[src/rtl/conff_multi.sv]
// Conditional-branch flag file: captures a bus operand on request, evaluates one of
// eight condition codes the following cycle and writes the result into a selected flag.
module conff_multi #(
    parameter int unsigned DATA_W    = 32,
    parameter int unsigned NUM_FLAGS = 4,
    parameter int unsigned IDX_W     = 2,
    parameter int unsigned CNT_W     = 16
) (
    input  logic                 clk,
    input  logic                 clr,
    input  logic                 con_in,
    input  logic [2:0]           ir_bits,
    input  logic [IDX_W-1:0]     flag_idx,
    input  logic [IDX_W-1:0]     rd_idx,
    input  logic [DATA_W-1:0]    bus_mux_out,
    output logic                 q,
    output logic [NUM_FLAGS-1:0] q_all,
    output logic                 busy,
    output logic                 valid,
    output logic                 result,
    output logic                 overrun,
    output logic [CNT_W-1:0]     taken_count
);

    typedef enum logic {
        S_IDLE,
        S_EVAL
    } state_t;

    state_t                 r_state;
    logic                   r_zero;
    logic                   r_sign;
    logic [2:0]             r_code;
    logic [IDX_W-1:0]       r_idx;
    logic [NUM_FLAGS-1:0]   r_flags;
    logic                   r_valid;
    logic                   r_result;
    logic                   r_overrun;
    logic [CNT_W-1:0]       r_count;

    logic                   w_cond;
    logic                   w_q;

    // Only the zero and sign summaries of the operand are kept; the bus is free after capture.
    always_comb begin
        w_cond = 1'b0;
        case (r_code)
            3'b000:  w_cond = r_zero;
            3'b001:  w_cond = !r_zero;
            3'b010:  w_cond = !r_sign;
            3'b011:  w_cond = r_sign;
            3'b100:  w_cond = !r_sign && !r_zero;
            3'b101:  w_cond = r_sign || r_zero;
            3'b110:  w_cond = 1'b1;
            default: w_cond = 1'b0;
        endcase
    end

    // Index match loop makes out-of-range indices read as 0 without a range check.
    always_comb begin
        w_q = 1'b0;
        for (int unsigned i = 0; i < NUM_FLAGS; i++) begin
            if (rd_idx == IDX_W'(i)) begin
                w_q = r_flags[i];
            end
        end
    end

    always_ff @(posedge clk or negedge clr) begin
        if (!clr) begin
            r_state   <= S_IDLE;
            r_zero    <= 1'b0;
            r_sign    <= 1'b0;
            r_code    <= '0;
            r_idx     <= '0;
            r_flags   <= '0;
            r_valid   <= 1'b0;
            r_result  <= 1'b0;
            r_overrun <= 1'b0;
            r_count   <= '0;
        end else begin
            r_valid <= 1'b0;
            case (r_state)
                S_IDLE: begin
                    if (con_in) begin
                        r_zero  <= (bus_mux_out == '0);
                        r_sign  <= bus_mux_out[DATA_W-1];
                        r_code  <= ir_bits;
                        r_idx   <= flag_idx;
                        r_state <= S_EVAL;
                    end
                end
                S_EVAL: begin
                    if (con_in) begin
                        r_overrun <= 1'b1;
                    end
                    for (int unsigned i = 0; i < NUM_FLAGS; i++) begin
                        if (r_idx == IDX_W'(i)) begin
                            r_flags[i] <= w_cond;
                        end
                    end
                    r_result <= w_cond;
                    r_valid  <= 1'b1;
                    if (w_cond && (r_count != '1)) begin
                        r_count <= r_count + CNT_W'(1);
                    end
                    r_state <= S_IDLE;
                end
                default: r_state <= S_IDLE;
            endcase
        end
    end

    assign q           = w_q;
    assign q_all       = r_flags;
    assign busy        = (r_state == S_EVAL);
    assign valid       = r_valid;
    assign result      = r_result;
    assign overrun     = r_overrun;
    assign taken_count = r_count;

endmodule

[config.mk]
export PLATFORM = sky130hd
export DESIGN_NAME = conff_multi
export DESIGN_NICKNAME = d
export VERILOG_FILES = /design/src/rtl/conff_multi.sv
export SDC_FILE = /design/constraint.sdc
export NUM_CORES = 1
export LEC_CHECK = 0
export ABC_AREA = 1
export CORE_UTILIZATION = 41
export DETAILED_ROUTE_END_ITERATION = 8
export PLACE_DENSITY = 0.76
export SYNTH_ARGS = -nofsm -noshare
export SYNTH_HDL_FRONTEND = slang
export SYNTH_SLANG_ARGS = --single-unit
[constraint.sdc]
create_clock -name clk -period 1.6 [get_ports clk]
set_input_delay 0.32 -clock clk [delete_from_list [all_inputs] [get_ports clk]]
set_output_delay 0.32 -clock clk [all_outputs]
set_load 0.05 [all_outputs]
**Run 1: floorplan with the power grid**

Pins as bars on the die edge.
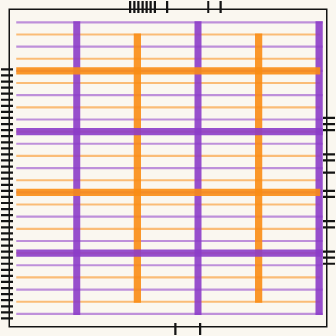
| net | colour |
|---|---|
| VSS | purple |
| VDD | orange |
met1 rails: 25
met4 straps: 5
signal pins: 67
Core Area: 4440 um2
die width: 70.8 um
VDD IR max: 766 uV
Die Y: 70.8 um

**Run 1: placed cells, one colour a class**

Scale bar: 20 um.
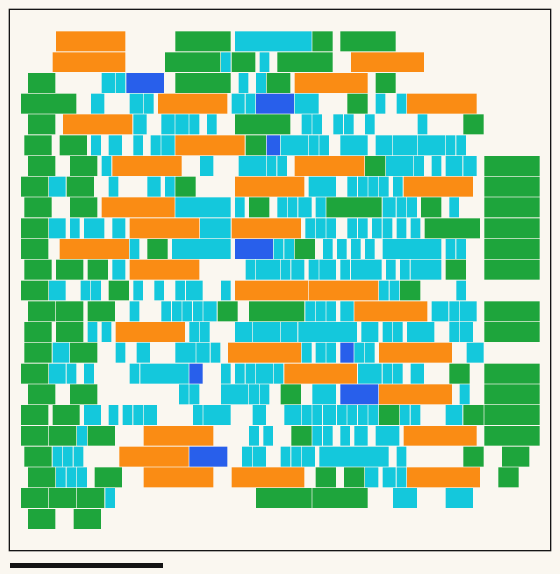
| class | colour | cells | share of their area |
|---|---|---|---|
| clock drivers and dummy loads | blue | 8 | 2.7% |
| other buffers and delay cells | green | 90 | 34% |
| flip-flops | orange | 31 | 25% |
| all other logic | cyan | 224 | 38% |
flop share of the area: 0.247
fin util: 0.721

**Run 1: clock distribution**

Scale bar: 20 um.
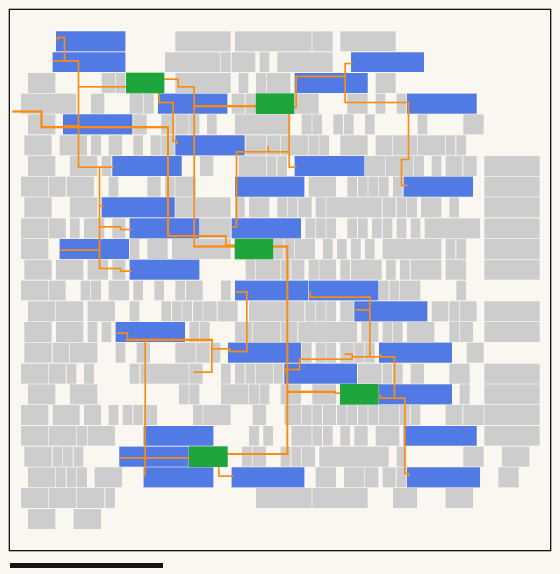
[cells driving clock nets] green | count: 5
[clock wires] orange | length: 414 um
[flip-flops] blue | count: 31
routed clock nets: 6
Fin Clk Skew: 0.00273 ns
worst skew pair latency: 0.29 ns
clock network power share: 0.180
Clk. pwr: 595 uW

run 1: cells in the mapped netlist (all sizes together):
library cell and instances:
nand3b 1, nand2 100, nor2 30, ha 1, buf 4, a21oi 1
o32ai 1, dfrtp 31, nor4 6, xnor2 2, o21ai 12, nand3 30
a21o 1, nand4 8, xor2 5, inv 25
run 1: power groups by stage:
stage	Combinational [uW]	Sequential (uW)	Clock, uW
final	1650	1070	595
after global routing	1740	1080	643
after CTS	1610	1060	608
after detailed placement	1570	1080	0
after global placement	1550	1070	0
after floorplan	389	1450	0
run 1: cells in the final DEF (no fill, tap or decap), drive strengths merged, types with 6 or more instances in the layout:
cell type and instances:
nand3 30, nand2 100, inv 25, o21ai 12
dfrtp 31, buf 49, clkdlybuf4s50 39, nor2 30
nand4 9, nor4 6
run 1: repair_timing:
item | 4_1_cts | 5_1_grt
endpoints found under the setup margin | 1 | 17
cloned | 0 | 1
pin swaps | 1 | 2
buffers inserted | 1 | 3
hold endpoints to repair | 0 | 0
resized | 3 | 5
run 1: worst paths after layout:
path                           start         endpoint  slack, ns  depth (start not counted)
setup / recovery            q_all[2]                q       0.05                          3
hold / removal                   clr   taken_count[2]       0.44                          2
setup reg to reg           r_code[2]  taken_count[15]       0.10                         10
hold reg to reg              overrun          overrun       0.46                          1
max in group asynchronous        clr         q_all[0]       0.85                          2
min in group clk             overrun          overrun       0.46                          1
run 1: through the flow:
step                      utilization  power, uW
after detailed placement        0.685       2660
after global routing            0.721       3460
after floorplan                     -       1840
after CTS                       0.705       3270
after global placement          0.685       2620
final                           0.721       3310
run 1: final cells by class:
cell class	instances	share of cell area
repair buffers	90	0.336
clock buffers	5	0.0215
multi-input cells	199	0.342
well taps	52	0.0203
clock inverters	3	0.00468
inverters	25	0.0293
flip-flops and latches	31	0.247
run 1: worst reg2reg max path, delay by kind of cell (launching register included):
family	cells	cell delay [ns]
buffers and inverters	2	0.29
AND/OR/NAND/NOR	8	0.75
flip-flops	1	0.40
run 1: state kept, by name, indices dropped and copies added (netlist names):
name and count:
q_all 4, result 1, valid 1, r_idx 2
r_sign 1, busy 1, overrun 1, r_zero 1
r_code 3, taken_count 16
run 1: logic make-up after synthesis:
logic type,synth area share
flip-flops,0.400
XOR/XNOR,0.0316
adder cells (fa/ha/maj),0.00645
AND-OR/OR-AND,0.0420
AND/OR/NAND/NOR,0.451
buffers and inverters,0.0684
run 1: metal layers:
metal / vias to the layer above / share of wire
met4: 0 / 0.026
li1: 1022 / -
met1: 971 / 0.37
met3: 15 / 0.079
met5: - / 0
met2: 111 / 0.53
==> impl_metrics.env, run 1 <==
# physical design summary
export IMPL_seqPwrFrac=0.322
export IMPL_fin_setup_tns_ns=0
export IMPL_required_ns=1.28
export IMPL_clock_path_buffers=2
export IMPL_p_leak_uw=0.00148
export IMPL_p_int_uw=2000
export IMPL_critPathBufInv=1
export IMPL_relSlewSlack=0.731
export IMPL_grt_pass1_vias=2042
export IMPL_p_switching_uw=1320
export IMPL_drt_total_wl_mm=5.36
export IMPL_avgSynthCellArea_um2=7.51
export IMPL_period_needed_ns=1.55
export IMPL_synth_warnings=0
export IMPL_cts_sinks=31
export IMPL_htreeDepth=2
export IMPL_yosys_stat_area_um2=1940
export IMPL_logic_area_um2=1090
export IMPL_syn_nets=301
export IMPL_yosysTopAreaCell="dfrtp_1"
export IMPL_numSynthFlops=31
export IMPL_drtPass1Iterations=6
export IMPL_layout_setup_ws_ns=0.0451
export IMPL_use_met3=0.0499
export IMPL_antenna_found_initial=0
export IMPL_gr_max_usage_layer="met2"
export IMPL_synth_seq_share=0.400
export IMPL_hold_buffers=0
export IMPL_path_delay_family="flip-flops"
export IMPL_drc_errors=6
export IMPL_grt_pass1_wl_mm=8.38
export IMPL_cp_end_kind="output port"
export IMPL_period_used=0.972
export IMPL_holdWs_ns=0.436
export IMPL_dp_cells=392
export IMPL_gp_congestion=0.833
export IMPL_cap_viol_max_count=0
export IMPL_syn_cell_area_um2=1940
export IMPL_nFillCells=338
export IMPL_status="finished with violations"
export IMPL_vias_per_cell=5.23
export IMPL_slowest_stage="dfrtp_1"
export IMPL_fmax_mhz=643
export IMPL_numCtsBuffers=5
export IMPL_switching_share=0.398
export IMPL_critPathLaunchType="register"
export IMPL_fin_cells=405
export IMPL_port_buffers=66
export IMPL_grt_max_degree=32
export IMPL_post_place_ws_ns=-0.116
export IMPL_worstPathCellList="o21ai_1, o32ai_4, buf_12"
export IMPL_grt_use_met2=0.390
export IMPL_pwr_share_comb=0.499
export IMPL_hold_path_class="input port to async pin"
export IMPL_critPathMaxStageDelay_ns=0.43
export IMPL_drv_slew=0
export IMPL_violations="design-rule violations"
export IMPL_stage_log_warnings=27
export IMPL_stdcell_area_um2=3210
export IMPL_path_class="register to output port"
export IMPL_cts_tree="yes"
export IMPL_use_met1=0.231
export IMPL_cts_root_buf="clkbuf_8"
export IMPL_path_clk_slew_ns=0.07
export IMPL_seqCellArea_um2=792
export IMPL_postRouteAntennaNets=0
export IMPL_syn_to_final_growth_pct=65.4
export IMPL_worstPathMaxFanout=3
export IMPL_diodes=0
export IMPL_top_cells_by_area="dfrtp_1 40%, nand2_1 18%, nand3_2 5.7%"
export IMPL_grt_use_total=0.212
export IMPL_wire_per_inst_um=13.2
export IMPL_p_per_area_nw_per_um2=1030
export IMPL_syn_inst=258
export IMPL_hold_viol=0
export IMPL_synth_top_cell_area_share=0.400
export IMPL_worst_slew_pin_slew_ns=0.403
export IMPL_first_iter_violations=199
export IMPL_setup_violations=0
export IMPL_ys_cells=258
export IMPL_drive_gt1_frac=0.283
export IMPL_ys_types=27
export IMPL_gr_total_overflow=0
export IMPL_placed_cell_area_um2=3050
export IMPL_io_pins=67
export IMPL_fp_util=0.436
export IMPL_placement_rows=24
export IMPL_layout_nets=395
export IMPL_die_area_um2=5010
export IMPL_vias=2119
export IMPL_hpwl_mm=3.78
export IMPL_arrival_ns=1.23
==> run 1 -> run 2 <==
Settings changed: CAP_MARGIN from default to 0.
**Run 2: clock wiring as the flow saved it**

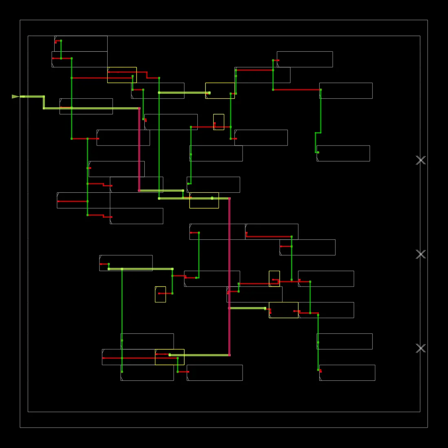
clk sinks: 31
CTS buffer count: 5

**Run 2: floorplan with the power grid**

Pins as bars on the die edge.
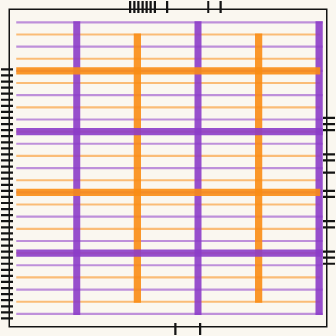
| net | colour |
|---|---|
| VDD | orange |
| VSS | purple |
signal pins: 67
met4 straps: 5
met1 rails: 25
rows: 24

==> run 2 against run 1 <==
Against the previous run: the flow still finishes with violations (design-rule violations); synthesized cell count unchanged; first-iteration DRC count unchanged; sequential power about the same; total power unchanged; flip-flop count unchanged; clock power about the same; worst hold slack unchanged; clock skew unchanged; die size unchanged; worst setup slack unchanged; global-route usage unchanged; register-to-register slack about the same.
==> impl_metrics.env, run 2 <==
# physical design summary
export IMPL_status="finished with violations"
export IMPL_violations="design-rule violations"
export IMPL_synth_warnings=0
export IMPL_drv_slew=0
export IMPL_path_class="register to output port"
export IMPL_most_common_cell="nand2_1"
export IMPL_die_area_um2=5010
export IMPL_fin_util=0.721
export IMPL_worst_slew_pin_slew_ns=0.403
export IMPL_grt_pass1_wl_mm=8.38
export IMPL_seqPwrFrac=0.322
export IMPL_fp_util=0.436
export IMPL_syn_nets=301
export IMPL_final_cell_mix="95 x nand2_1, 39 x clkdlybuf4s50_1, 25 x buf_4"
export IMPL_p_int_uw=2000
export IMPL_io_pins=67
export IMPL_diodes=0
export IMPL_layout_nets=395
export IMPL_yosysTopAreaCell="dfrtp_1"
export IMPL_nFillCells=338
export IMPL_synth_seq_share=0.400
export IMPL_period_used=0.972
export IMPL_stage_log_warnings=27
export IMPL_met3_length_um=423
export IMPL_numSynthFlops=31
export IMPL_synth_top_cell_area_share=0.400
export IMPL_cts_tree="yes"
export IMPL_top_cells_by_area="dfrtp_1 40%, nand2_1 18%, nand3_2 5.7%"
export IMPL_setup_violations=0
export IMPL_arrival_ns=1.23
export IMPL_die_h_um=70.8
export IMPL_wl_met1_mm=1.97
export IMPL_gp_congestion=0.833
export IMPL_required_ns=1.28
export IMPL_p_leak_uw=0.00148
export IMPL_cts_root_buf="clkbuf_8"
export IMPL_placement_rows=24
export IMPL_routed_top_layer="met4"
export IMPL_p_switching_uw=1320
export IMPL_seqCellArea_um2=792
export IMPL_p_per_area_nw_per_um2=1030
export IMPL_hold_path_class="input port to async pin"
export IMPL_ys_cells=258
export IMPL_cp_end_kind="output port"
export IMPL_relSlewSlack=0.731
export IMPL_die_x_um=70.8
export IMPL_grt_pass1_vias=2042
export IMPL_first_iter_violations=199
export IMPL_antenna_found_initial=0
export IMPL_clock_path_buffers=2
export IMPL_hpwl_mm=3.78
export IMPL_syn_inst=258
export IMPL_gr_total_overflow=0
export IMPL_p_clk_frac=0.180
export IMPL_largest_reg_flops=16
export IMPL_switching_share=0.398
export IMPL_postRouteAntennaNets=0
export IMPL_layout_top_cell="nand2_1"
export IMPL_fmax_mhz=643
export IMPL_drt_total_wl_mm=5.36
export IMPL_period_needed_ns=1.55
export IMPL_path_clk_slew_ns=0.07
export IMPL_htreeDepth=2
export IMPL_synth_top_flop_cell="dfrtp_1"
export IMPL_skew_ns=0.00273
export IMPL_fin_cells=405
export IMPL_vias=2119
export IMPL_wire_per_inst_um=13.2
export IMPL_critPathLaunchType="register"
export IMPL_async_reset_ff_frac=1.00
export IMPL_avgSynthCellArea_um2=7.51
export IMPL_pwr_share_comb=0.499
export IMPL_yosys_stat_area_um2=1940
export IMPL_core_um2=4440
export IMPL_grt_max_degree=32
export IMPL_ys_types=27
export IMPL_reg2reg_depth=10
export IMPL_wl_met2_mm=2.83
export IMPL_worstPathMaxFanout=3
export IMPL_port_buffers=66
export IMPL_synthTopCellsByCount="95 x nand2_1, 31 x dfrtp_1, 24 x nor2_1, 23 x inv_1, 19 x nand3_1"
export IMPL_dp_cells=392
export IMPL_cap_viol_max_count=0
export IMPL_irDropWorstVdd_uv=766
export IMPL_synth_edff_count=0
export IMPL_clk_latency_ns=0.29
export IMPL_drtPass1Iterations=6
export IMPL_vias_per_cell=5.23
export IMPL_drc_errors=6
export IMPL_grt_use_total=0.212
export IMPL_logic_area_um2=1090
export IMPL_hold_viol=0
export IMPL_syn_cell_area_um2=1940
run 2: cell counts after synthesis:
No cell type changed its count.
run 2: critical path, stage by stage (launching register included):
cell     delay [ns]
dfrtp_1        0.43
o21ai_1        0.23
o32ai_4        0.13
buf_12         0.16
run 2: cell families after synthesis:
kind of cell,Yosys count,share of synthesized area
buffers and inverters,29,0.0684
adders and majority gates,1,0.00645
AOI/OAI and AO/OA,15,0.0420
DFF,31,0.400
xor gates and xnor gates,7,0.0316
and+or+nand+nor,175,0.451
run 2: metal layers:
| metal | track usage | up-vias |
|---|---|---|
| met3 | 0.0499 | 15 |
| met1 | 0.231 | 971 |
| met2 | 0.390 | 111 |
| met5 | 0 | - |
| li1 | - | 1022 |
| met4 | 0.0978 | 0 |
run 2: worst paths after layout:
path,slack (ns),start,endpoint
max in group asynchronous,0.85,clr,q_all[0]
min in group clk,0.46,overrun,overrun
worst min register to register,0.46,overrun,overrun
worst max register to register,0.10,r_code[2],taken_count[15]
worst max-delay path,0.05,q_all[2],q
worst min-delay path,0.44,clr,taken_count[2]
run 2: what timing repair did:
item / 4_1_cts / 5_1_grt
endpoints found under the setup margin: 1 / 17
pin swaps: 1 / 2
setup buffers: 1 / 3
gates resized: 3 / 5
gates cloned: 0 / 1
run 2: power groups by stage:
| stage | clock network, uW | registers (uW) | logic, uW |
|---|---|---|---|
| after global placement | 0 | 1070 | 1550 |
| after floorplan | 0 | 1450 | 389 |
| final | 595 | 1070 | 1650 |
| after CTS | 608 | 1060 | 1610 |
| after global routing | 643 | 1080 | 1740 |
| after detailed placement | 0 | 1080 | 1570 |
run 2: per-stage QoR:
| stage | TNS (ns) | power (uW) | setup WS, ns | cell area, um2 |
|---|---|---|---|---|
| 6_report | 0 | 3310 | 0.0451 | 3210 |
| 5_1_grt | -0.00322 | 3460 | -0.00322 | 3210 |
| 4_1_cts | 0 | 3270 | 0.0233 | 3130 |
| 3_5_place_dp | -0.116 | 2660 | -0.116 | 3050 |
| 3_3_place_gp | -0.0941 | 2620 | -0.0941 | 3050 |
| 2_1_floorplan | -0.0266 | 1840 | -0.0266 | 1980 |
run 2: cell type report:
cell class	count	area share
clock buffers	5	0.0215
well taps	52	0.0203
inverters	25	0.0293
repair buffers	90	0.336
multi-input cells	199	0.342
clock inverters	3	0.00468
flip-flops and latches	31	0.247
**Run 2: metal layers overlaid**

Only two layers are drawn.
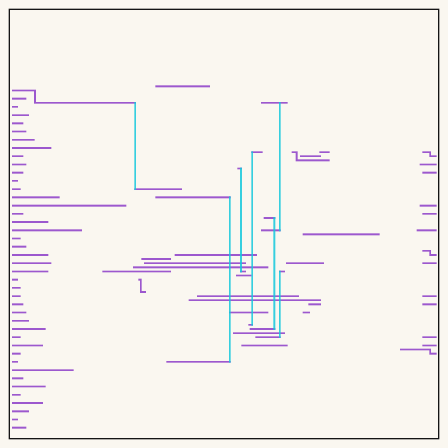

==> run 2 -> run 3 <==
Settings changed: RECOVER_POWER from default to 50.
**Run 3: metal layers overlaid**

Only two layers are drawn.
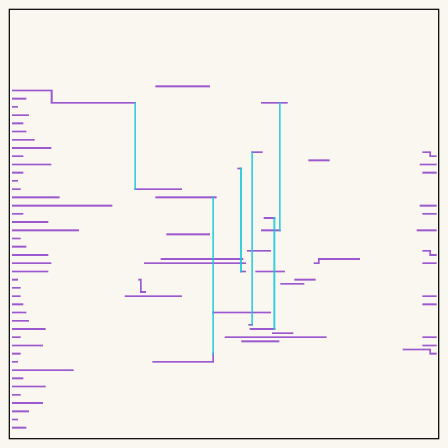
| layer | colour | wire length |
|---|---|---|
| met3 | purple | 363 um |
| met4 | cyan | 125 um |
total vias in the final route: 2110
post-DR wirelength/cell: 13.3 um
WL final: 5.39 mm
gr usage total: 0.212

**Run 3: clock wiring as the flow saved it**

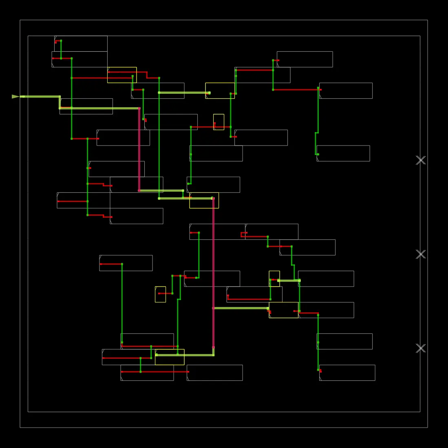
seq_cells: 31
Clk. pwr: 600 uW

==> run 3 against run 2 <==
Against the previous run: the run still ends with design-rule violations left; critical endpoint unchanged; combinational power is 3% lower; fmax up 2.4%; via count fell by 0.42%; non-clock buffer count is the same; synthesized cell count unchanged; sequential power about the same; global-route usage is the same; critical path type unchanged; sequential share of layout area up 0.23 points; utilization down 0.68 points; count of clock-buffer cells in the layout did not move; total power fell by 2.0%; first-iteration DRC count grew 7.5%.
==> impl_metrics.env, run 3 <==
# physical design summary
export IMPL_fin_setup_tns_ns=0
export IMPL_hold_viol=0
export IMPL_drc_errors=6
export IMPL_numSynthFlops=31
export IMPL_cts_root_buf="clkbuf_8"
export IMPL_p_leak_uw=0.00148
export IMPL_slowest_stage="dfrtp_1"
export IMPL_hold_end="overrun"
export IMPL_path_delay_family="flip-flops"
export IMPL_skew_ns=0.00386
export IMPL_reg2reg_slack_ns=0.10
export IMPL_placement_rows=24
export IMPL_async_reset_ff_frac=1.00
export IMPL_most_common_cell="nand2_1"
export IMPL_synth_seq_share=0.400
export IMPL_critPathBufInv=1
export IMPL_worst_slew_pin_slew_ns=0.795
export IMPL_stage_log_warnings=27
export IMPL_clk_latency_ns=0.29
export IMPL_pwr_share_comb=0.491
export IMPL_reg2reg_depth=10
export IMPL_synth_edff_count=0
export IMPL_period_needed_ns=1.52
export IMPL_postRouteAntennaNets=0
export IMPL_violations="design-rule violations"
export IMPL_hold_path_class="register to register"
export IMPL_path_clk_slew_ns=0.06
export IMPL_synth_top_flop_cell="dfrtp_1"
export IMPL_grt_pass1_vias=2042
export IMPL_layout_top_cell="nand2_1"
export IMPL_critPathLaunchType="register"
export IMPL_p_per_area_nw_per_um2=1020
export IMPL_die_h_um=70.8
export IMPL_critPathMaxStageDelay_ns=0.37
export IMPL_path_class="register to output port"
export IMPL_die_x_um=70.8
export IMPL_cap_viol_max_count=0
export IMPL_antenna_found_initial=0
export IMPL_worstPathMaxFanout=2
export IMPL_switching_share=0.403
export IMPL_ys_types=27
export IMPL_fmax_mhz=659
export IMPL_hpwl_mm=3.78
export IMPL_cts_sinks=31
export IMPL_yosys_stat_area_um2=1940
export IMPL_fp_util=0.436
export IMPL_cp_end_kind="output port"
export IMPL_gp_congestion=0.833
export IMPL_core_um2=4440
export IMPL_p_int_uw=1940
export IMPL_setup_violations=0
export IMPL_hp_start="overrun"
export IMPL_synth_top_cell_area_share=0.400
export IMPL_worstPathCellList="nor2_1, o32ai_4, buf_12"
export IMPL_irDropWorstVdd_uv=753
export IMPL_arrival_ns=1.20
export IMPL_drv_slew=0
export IMPL_p_clk_frac=0.185
export IMPL_status="finished with violations"
export IMPL_port_buffers=66
export IMPL_vias_per_cell=5.21
export IMPL_grt_max_degree=32
export IMPL_hold_depth=1
export IMPL_placed_cell_area_um2=3050
export IMPL_syn_inst=258
export IMPL_syn_cell_area_um2=1940
export IMPL_cts_tree="yes"
export IMPL_p_switching_uw=1310
export IMPL_diodes=0
export IMPL_ys_cells=258
export IMPL_first_iter_violations=214
export IMPL_period_used=0.949
export IMPL_drive_gt1_frac=0.272
export IMPL_largest_reg_flops=16
export IMPL_nFillCells=343
export IMPL_numCtsBuffers=5
export IMPL_syn_to_final_growth_pct=63.8
export IMPL_die_area_um2=5010
export IMPL_seqPwrFrac=0.324
export IMPL_synthTopCellsByCount="95 x nand2_1, 31 x dfrtp_1, 24 x nor2_1, 23 x inv_1, 19 x nand3_1"
export IMPL_syn_nets=301
export IMPL_avgSynthCellArea_um2=7.51
export IMPL_relSlewSlack=0.470
export IMPL_stdcell_area_um2=3180
export IMPL_required_ns=1.28
export IMPL_drtPass1Iterations=6
export IMPL_gr_total_overflow=0
export IMPL_layout_nets=395
export IMPL_final_cell_mix="95 x nand2_1, 38 x clkdlybuf4s50_1, 24 x nor2_1"
export IMPL_reg2reg_from="r_code[2]"
export IMPL_htreeDepth=2
export IMPL_yosysTopAreaCell="dfrtp_1"
export IMPL_synth_warnings=0
export IMPL_reg2reg_to="taken_count[15]"
export IMPL_top_cells_by_area="dfrtp_1 40%, nand2_1 18%, nand3_2 5.7%"
export IMPL_io_pins=67
export IMPL_cp_depth=3
export IMPL_grt_pass1_wl_mm=8.38
export IMPL_clock_path_buffers=2
==> run 3: cell families (layout without fill, tap and decap cells) <==
| group | after synthesis | in the layout | synth area share |
|---|---|---|---|
| AND-OR/OR-AND | 15 | 15 | 0.0420 |
| XOR/XNOR | 7 | 7 | 0.0316 |
| adder cells (fa/ha/maj) | 1 | 1 | 0.00645 |
| buffers and inverters | 29 | 123 | 0.0684 |
| flip-flops | 31 | 31 | 0.400 |
| AND/OR/NAND/NOR | 175 | 176 | 0.451 |
==> run 3: worst reg2reg max path: stages (launching register included) <==
cell     delay (ns)
dfrtp_1        0.40
inv_1          0.11
nand2_1        0.10
nand2_1        0.07
nand2_1        0.08
nand3_4        0.13
nand2_4        0.10
nor2_8         0.15
buf_4          0.18
nand3_2        0.07
nand2_1        0.06
==> run 3: how the worst max path moves through the flow <==
stage              startpoint         endpoint  slack, ns
6_report             q_all[1]                q       0.08
5_1_grt             r_code[2]   taken_count[8]     -0.003
4_1_cts        taken_count[1]  taken_count[10]       0.02
3_5_place_dp        rd_idx[0]                q      -0.12
3_3_place_gp        rd_idx[0]                q      -0.09
2_1_floorplan        q_all[0]                q      -0.03
==> run 3: layer usage <==
metal  GRT usage  vias to the layer above  routed length, um
li1            -                     1019                  -
met1       0.231                      977               2070
met2       0.390                      101               2830
met3      0.0499                       13                362
met4      0.0978                        0                125
met5           0                        -                  0
==> run 3: area by class of cell <==
type	count	area [um2]	area share
well taps	52	65.1	0.0205
clock inverters	3	15.0	0.00473
repair buffers	90	1050	0.329
multi-input cells	199	1090	0.345
inverters	25	93.8	0.0296
flip-flops and latches	31	792	0.249
clock buffers	5	68.8	0.0217
==> run 3: per-stage QoR <==
step                      power (uW)  worst slack [ns]  hold WS [ns]  cells  utilization
final                           3250            0.0821         0.464    405        0.715
after global placement          2620           -0.0941         0.446    392        0.685
after CTS                       3270            0.0233         0.451    401        0.705
after global routing            3390          -0.00322         0.486    405        0.715
after detailed placement        2660            -0.116         0.450    392        0.685
after floorplan                 1840           -0.0266        0.0244    258            -
==> run 3: power by group through the flow <==
stage                     logic [uW]  clock network (uW)  registers [uW]
after floorplan                  389                   0            1450
after global placement          1550                   0            1070
after detailed placement        1570                   0            1080
after CTS                       1610                 608            1060
after global routing            1680                 643            1070
final                           1600                 600            1050
==> run 3: timing repair <==
item | CTS | global route
pin swaps | 1 | 2
gates resized | 3 | 5
endpoints found under the hold margin | 0 | 0
endpoints found under the setup margin | 1 | 17
cloned | 0 | 1
buffers inserted | 1 | 3
hold buffers | 0 | 0
Power is estimated from default activity; no workload was simulated.
